$ cat src/rtl/hmac_msg_streamer.sv
// Buffers a host-loaded message, streams it to the HMAC core over valid/ready/last,
// then captures the resulting tag and compares it against the expected tag.
module hmac_msg_streamer #(
  parameter int DEPTH   = 32,
  parameter int AW      = 5,
  parameter int TIMEOUT = 4096
) (
  input  logic           clk,
  input  logic           reset,
  input  logic           wr_en,
  input  logic [AW-1:0]  wr_addr,
  input  logic [31:0]    wr_data,
  input  logic [AW:0]    msg_len,
  input  logic [511:0]   exp_tag,
  input  logic           start,
  output logic           busy,
  output logic           start_hmac,
  output logic [31:0]    msg_word,
  output logic           msg_valid,
  output logic           msg_last,
  input  logic           msg_ready,
  input  logic           hmac_done,
  input  logic [511:0]   hmac_value,
  output logic [511:0]   tag_out,
  output logic           tag_match,
  output logic           done,
  output logic           err
);

  localparam int CW = $clog2(TIMEOUT);

  typedef enum logic [2:0] {S_IDLE, S_START, S_STREAM, S_WAIT, S_FINISH} state_t;

  state_t        state_q, state_d;
  logic [31:0]   mem_q [DEPTH];
  logic [AW-1:0] idx_q, idx_d;
  logic [AW:0]   len_q, len_d;
  logic [511:0]  exp_q, exp_d;
  logic [511:0]  tag_q, tag_d;
  logic          match_q, match_d;
  logic [CW-1:0] cnt_q, cnt_d;
  logic          busy_q, busy_d;
  logic          start_hmac_q, start_hmac_d;
  logic          valid_q, valid_d;
  logic          done_q, done_d;
  logic          err_q, err_d;
  logic          len_ok;
  logic          at_last;

  assign len_ok  = (msg_len != '0) && (msg_len <= (AW+1)'(DEPTH));
  assign at_last = ({1'b0, idx_q} == (len_q - 1'b1));

  always_comb begin
    state_d      = state_q;
    idx_d        = idx_q;
    len_d        = len_q;
    exp_d        = exp_q;
    tag_d        = tag_q;
    match_d      = match_q;
    cnt_d        = cnt_q;
    busy_d       = busy_q;
    valid_d      = valid_q;
    start_hmac_d = 1'b0;
    done_d       = 1'b0;
    err_d        = 1'b0;
    case (state_q)
      S_IDLE: begin
        if (start) begin
          if (len_ok) begin
            len_d        = msg_len;
            exp_d        = exp_tag;
            idx_d        = '0;
            match_d      = 1'b0;
            busy_d       = 1'b1;
            start_hmac_d = 1'b1;
            state_d      = S_START;
          end else begin
            err_d = 1'b1;
          end
        end
      end
      S_START: begin
        valid_d = 1'b1;
        state_d = S_STREAM;
      end
      S_STREAM: begin
        if (msg_ready) begin
          // idx wraps naturally at DEPTH, so a full buffer never reads out of range
          idx_d = idx_q + 1'b1;
          if (at_last) begin
            valid_d = 1'b0;
            cnt_d   = '0;
            state_d = S_WAIT;
          end
        end
      end
      S_WAIT: begin
        if (hmac_done) begin
          tag_d   = hmac_value;
          match_d = (hmac_value == exp_q);
          done_d  = 1'b1;
          state_d = S_FINISH;
        end else if (cnt_q == CW'(TIMEOUT - 1)) begin
          err_d   = 1'b1;
          busy_d  = 1'b0;
          state_d = S_IDLE;
        end else begin
          cnt_d = cnt_q + 1'b1;
        end
      end
      S_FINISH: begin
        busy_d  = 1'b0;
        state_d = S_IDLE;
      end
      default: begin
        busy_d  = 1'b0;
        valid_d = 1'b0;
        state_d = S_IDLE;
      end
    endcase
  end

  always_ff @(posedge clk) begin
    if (reset) begin
      state_q      <= S_IDLE;
      busy_q       <= 1'b0;
      valid_q      <= 1'b0;
      start_hmac_q <= 1'b0;
      done_q       <= 1'b0;
      err_q        <= 1'b0;
      tag_q        <= '0;
      match_q      <= 1'b0;
    end else begin
      state_q      <= state_d;
      busy_q       <= busy_d;
      valid_q      <= valid_d;
      start_hmac_q <= start_hmac_d;
      done_q       <= done_d;
      err_q        <= err_d;
      tag_q        <= tag_d;
      match_q      <= match_d;
    end
    idx_q <= idx_d;
    len_q <= len_d;
    exp_q <= exp_d;
    cnt_q <= cnt_d;
  end

  // Host writes land only while idle so streamed words cannot change mid-flight
  always_ff @(posedge clk) begin
    if (wr_en && (state_q == S_IDLE)) mem_q[wr_addr] <= wr_data;
  end

  assign busy       = busy_q;
  assign start_hmac = start_hmac_q;
  assign msg_valid  = valid_q;
  assign msg_word   = valid_q ? mem_q[idx_q] : 32'h0;
  assign msg_last   = valid_q && at_last;
  assign tag_out    = tag_q;
  assign tag_match  = match_q;
  assign done       = done_q;
  assign err        = err_q;

endmodule

$ cat config.mk
export PLATFORM = sky130hd
export DESIGN_NAME = hmac_msg_streamer
export DESIGN_NICKNAME = d
export VERILOG_FILES = /design/src/rtl/hmac_msg_streamer.sv
export SDC_FILE = /design/constraint.sdc
export NUM_CORES = 2
export LEC_CHECK = 0
export CAP_MARGIN = 30
export CORE_AREA = 2 2 625 627
export DETAILED_ROUTE_END_ITERATION = 7
export DIE_AREA = 0 0 627 629
export GPL_TIMING_DRIVEN = 1
export HOLD_SLACK_MARGIN = 0.15
export PLACE_DENSITY_LB_ADDON = 0.12
export RECOVER_POWER = 100
export SYNTH_ARGS = -nofsm -noshare
export SYNTH_HDL_FRONTEND = slang
export SYNTH_SLANG_ARGS = --single-unit
$ cat constraint.sdc
create_clock -name clk -period 17.1 [get_ports clk]
set_input_delay 4.275 -clock clk [delete_from_list [all_inputs] [get_ports clk]]
set_output_delay 4.275 -clock clk [all_outputs]
set_load 0.02 [all_outputs]
**Metal 4**

The bar under the picture is 200 um long.
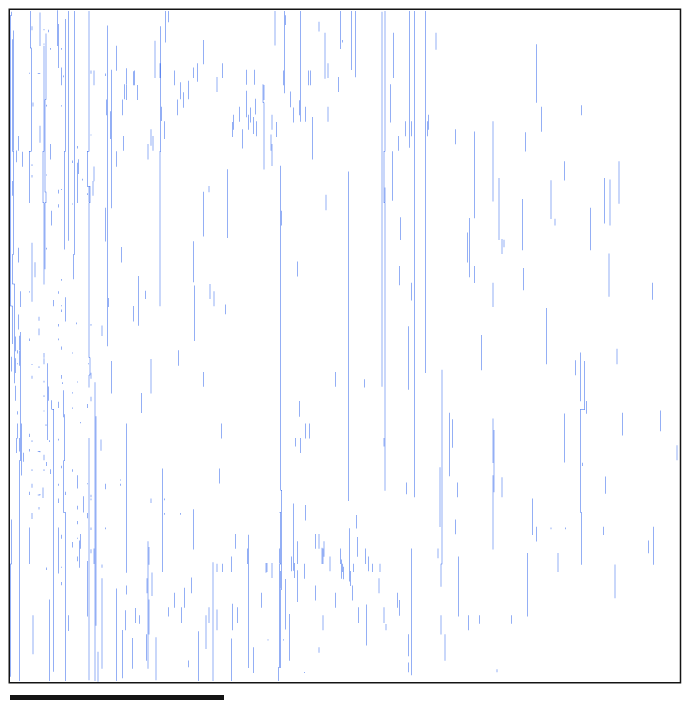
The layer carries 15800 um of wire. The longest straight run is 455 um. 371 nets have wire on it. The wires run mostly vertical.

**M1 wires**

The bar under the picture is 200 um long.
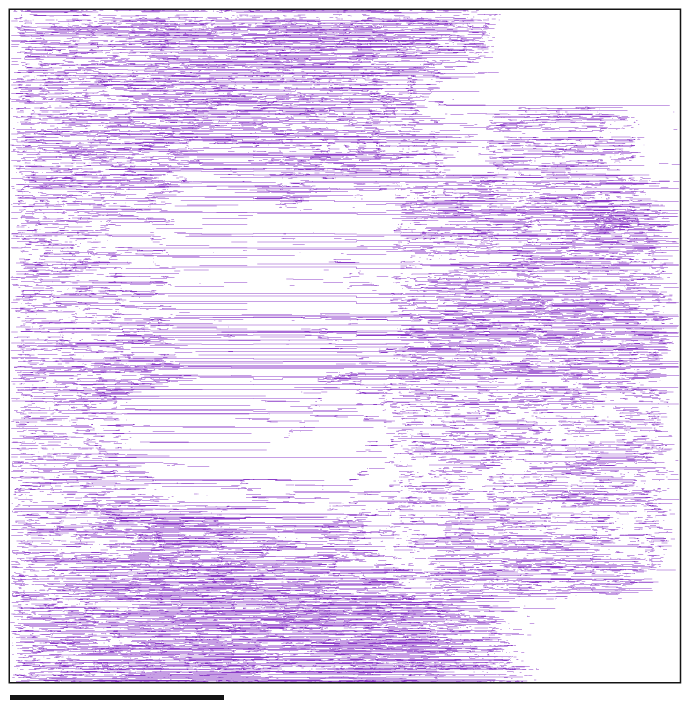
The wires run mostly horizontal. The layer carries 200 mm of wire. 7554 nets have wire on it. The longest straight run is 270 um. The layer holds 40% of the routed length.

==> CHANGELOG.md <==
## Flow update

- Critical path class: flop to output port
- Violations in the final reports: max-capacitance violations, max-slew violations
- Setup slack on the worst flop-to-flop path: 8.89 ns
- Max-Slew Margin vs Limit: -349.6%
- Dominant cell area share: 59.20%
- Port-buffer cells: 1623
- Footprint of the multi-input gates: 20900 um^2
- Count of final max-slew check failures: 1913
- Count of cells resized by post-cts repair: 0
- Setup Total Neg Slack: 0 ns
- Global-route wire length before repair: 621.1 mm
- Finished layout cell area: 111800 um^2
- Ys cells: 5131
- Comb area share: 18.69%
- Number of buffers added for setup after CTS: 0
- Outcome: finished with violations
- Synth Area in Compound Gates: 3.549%
- Antenna violations before repair: 439
- Flip-flops with a built-in enable: 1559
- Tally of max-capacitance violations: 53
- P_leak: 0.03705 uW
- TritonCTS clock tree: done
- Fraction of synthesis flops using an asynchronous set or reset pin: 0%
- Share of synthesized cell area in full adder, half adder and majority cells: 0.04746%
- Comb power frac: 12.4%
- Top comb family, area: multiplexers
**M3 wires**

The bar under the picture is 200 um long.
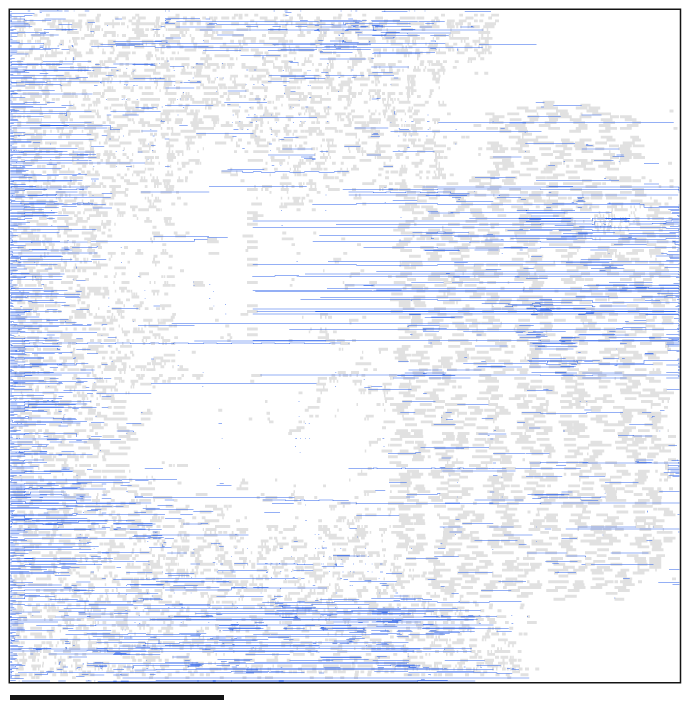
The layer carries 52.1 mm of wire. 1248 nets have wire on it. The longest straight run is 475 um. The wires run mostly horizontal. The layer holds 10% of the routed length.

**Routing congestion map**

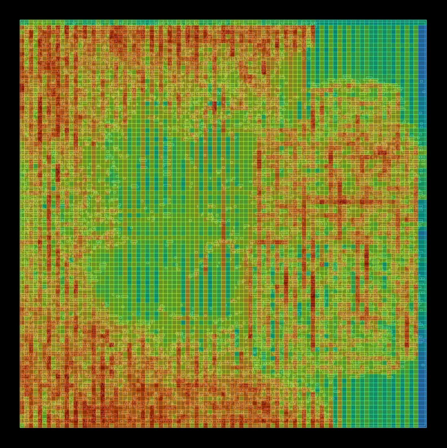
GRT Overall Usage: 24.80%
met3 layer usage reported by global route: 10.74%
Most Used Layer, Global Route: met2
Util after Layout: 28.83%

-- worst min path at each step --
stage	end	cells past startpoint	startpoint	slack, ns
floorplan	tag_out[0]	2	tag_out[0]	0.53
global placement	tag_out[204]	2	tag_out[204]	0.44
detailed placement	tag_out[296]	2	tag_out[296]	0.45
CTS	tag_out[296]	2	tag_out[296]	0.45
global route	tag_out[1]	2	tag_out[1]	0.47
finish	tag_out[425]	2	tag_out[425]	0.45
-- layer usage --
layer,vias to the layer above,wire length [um]
li1,22870,-
met1,28620,200100
met2,2680,235800
met3,974,52080
met4,206,15810
met5,-,1323
-- sequential cells by signal (all words and copies together), names as in the netlist, 3 cells and up, named ones only --
register / cells
state_q: 3
mem_q: 1024
idx_q: 5
tag_out: 512
exp_q: 512
cnt_q: 12
len_q: 6
No activity file was given, so power comes from the tool's default toggle rates.
